==> config.mk <==
export PLATFORM = sky130hd
export DESIGN_NAME = aibcr3_rxmode_seq_flat
export DESIGN_NICKNAME = d
export VERILOG_FILES = /design/src/rtl/aibcr3_rxmode_seq_if.sv /design/src/rtl/aibcr3_rxmode_seq.sv /design/src/flat_wrapper.sv
export SDC_FILE = /design/constraint.sdc
export NUM_CORES = 1
export LEC_CHECK = 0
export CAP_MARGIN = 20
export CORE_MARGIN = 2
export CORE_UTILIZATION = 30
export CTS_BUF_LIST = sky130_fd_sc_hd__clkbuf_8
export CTS_CLUSTER_SIZE = 28
export DETAILED_ROUTE_END_ITERATION = 16
export SYNTH_ARGS = -nofsm -noshare
export SYNTH_HDL_FRONTEND = slang
export SYNTH_SLANG_ARGS = --single-unit
==> constraint.sdc <==
create_clock -name iclkin_dist -period 2.5 [get_ports iclkin_dist]
set_input_delay 0.25 -clock iclkin_dist [delete_from_list [all_inputs] [get_ports iclkin_dist]]
set_output_delay 0.25 -clock iclkin_dist [all_outputs]
set_load 0.05 [all_outputs]
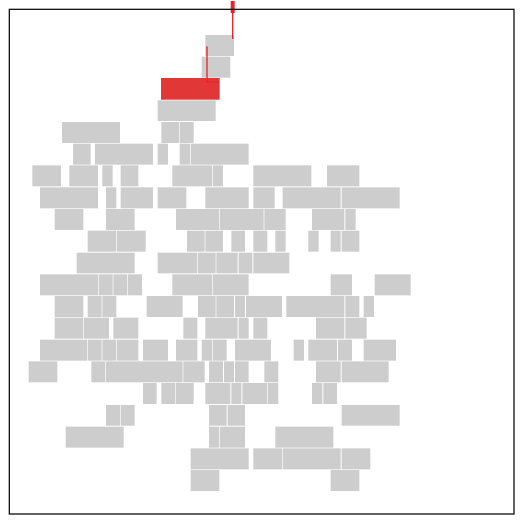
(run_1/port_nets.png)
(8 px per um)
colour	port	bits	direction	end cells	wire
red	bus_busy	1	output	1	9.10 um
top-level I/O count: 14
number of I/O port buffers: 13

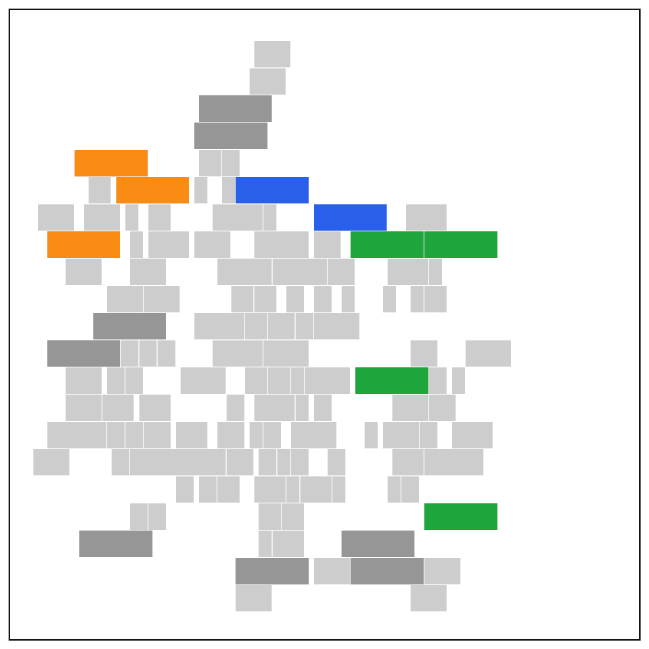
(run_1/registers.png)
(10 px per um) Other sequential cells in the stronger grey, the rest of the logic in the fainter grey.
colour	name in the netlist	sequential cells
green	u_core.cnt_q	4
orange	u_core.bus.irxen	3
blue	u_core.state_q	2
not coloured	8
Seq area share: 27.3%
Sequential Power: 354 uW
utilization after layout: 37.4%
Seq. cell area: 340 um^2

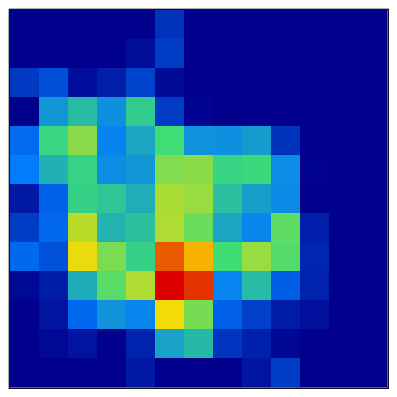
(run_1/wire_density.png)
(6 px per um) The die is cut into 13 by 13 equal tiles; dark blue is low, red is high, scaled to the fullest tile. Values are wire area over tile area, all layers added.
tiles over half the peak	14%
nearly empty tiles	44%
densest ninth of the die	centre
fullest tile	0.48
mean over tiles	0.092
emptiest ninth of the die	upper right
routed len/inst: 13.6 um
Post-Route WL: 2.35 mm
routed via count: 925

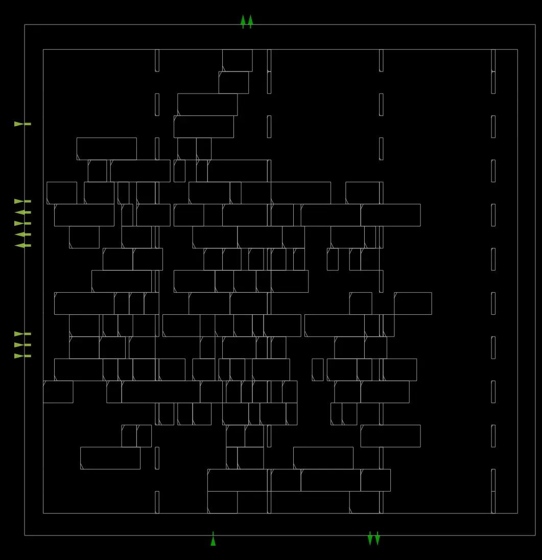
(run_1/final_placement.png)
Layout Cells excl Fill: 172
Core Area: 3340 um^2
Seq cells: 17

==> ci_impl_report.md <==
## Implementation flow summary

| Metric | Value |
|---|---|
| Cell area after layout | `1250 um^2` |
| Grt met3 use | `2.34%` |
| CTS Buffer Depth | `2` |
| Most numerous cell in the Yosys netlist | `dfxtp_1` |
| Drt first-iter violations | `28` |
| Final net count | `138` |
| Non-clk buf share | `a little over a tenth` |
| Post-Synth XOR/XNOR Area | `3.25%` |
| Synth Instances | `114` |
| Post-synth top cells | `dfxtp_1, nor2_1, o21ai_0` |
| Ys cells | `between 100 and 150` |
| Clk pwr | `205 uW` |
| Status | `finished clean` |
| GR Layer Usage met1 | `15.0%` |
| Top power group | `sequential cells` |
| Vias in the first global route | `878` |
| Inverter count | `4` |
| Worst setup SP type | `flop` |
| Root Buffer | `clkbuf_8` |
| Antenna Nets Post-Route | `0` |
| Setup crit end kind | `flop` |
| CP cell instances | `inv_1 > ha_1 > and4bb_1 > and2_1 > a221oi_2 > and3_1` |
| Final Critical Period | `approximately 2100 ps` |
| Antenna cell count | `0` |
| Multi-input combinational area share | `between 50% and 60%` |
| DP Wirelength | `1.77 mm` |
| Clock Skew | `7.66 ps` |
| VDD IR max | `0.286 mV` |
| Reg power frac | `39.1%` |
| CTS HTree Levels | `1` |
| Adder Area Share | `under 10%` |
| Clk cell area share | `3.71%` |
| Switching power total | `approximately 350 uW` |
| Final Setup Violations | `0` |
| DR DRC count | `0` |
| Global-route met2 utilization | `about a fifth` |
| Critical path data arrival time | `between 2000 and 2500 ps` |
| Top cells excl fill/tap | `dfxtp_1, clkdlybuf4s50_1, nor2_1` |
| Initial antenna violation count | `0` |
| Busiest grt layer | `met2` |
| Total power | `903 uW` |
| Power share of the clock group | `22.7%` |
| Simple share | `19.4%` |
| GPL Wtd Cong | `0.879` |
| Post-Place Cell Area | `1200 um^2` |
| Compound Share, Synth | `31.9%` |
| Inst Count DP | `168` |
| Global-route wire length before repair | `3.96 mm` |
| Fin Hold WS | `493 ps` |
| PD cells | `724 nW/um^2` |
| Tap Cells | `46` |
| Buffers excl. clock | `13` |
| Worst Tran Pin Value | `500 ps` |
| Final hold vios | `0` |
| Reg2reg setup slack | `410 ps` |
| CLK BUF | `3` |
| Met3 Routed Length | `80 um` |
| Flip-flops with a built-in enable | `0` |
| Hold Path Stages | `2` |
| Worst r2r path cells | `6` |
| Total Routing Usage GR | `about an eighth` |
| Routed met2 length | `1.11 mm` |
| Top cells, area | `dfxtp_1, ha_1, o21ai_0, nor2_1, a21oi_1` |
| Ys Warns | `0` |
| Critical path depth in cells | `6` |
| DIE HEIGHT | `roughly 63 um` |
| Synthesis area per yosys | `1040 um^2` |
| Synth Seq Share | `32.7%` |
| Worst slack at placement | `438 ps` |
| # rows | `21` |
| Grt ovf | `0` |
| Die X | `approximately 63 um` |
| Synthesized area | `1040 um^2` |
| Max incr delay on CP | `510 ps` |
| Layout cell share with drive strength beyond 1 | `11.1%` |
| Post-synth top area cell | `dfxtp_1` |
| Hold Crit Class | `flop to flop` |
| FILL cells | `342` |
| CP Max Fanout | `15` |
| Highest routed layer | `met4` |
| Die area | `3960 um^2` |
| Max FFs per register | `4` |
| Total tool warning count | `29` |
| Async set-or-reset flop fraction in the synthesized netlist | `0%` |
| RSZ-0062 raised after global routing | `false` |
| WP buf/inv | `1` |
| LEAKAGE | `between 0.4 and 0.5 nW` |
| Final Max Tran Viols | `0` |
| CTS resizes | `0` |
| CP top delay family | `simple AND/OR/NAND/NOR gates` |
Power figures rest on the tool's default switching activity, not on a simulated workload.
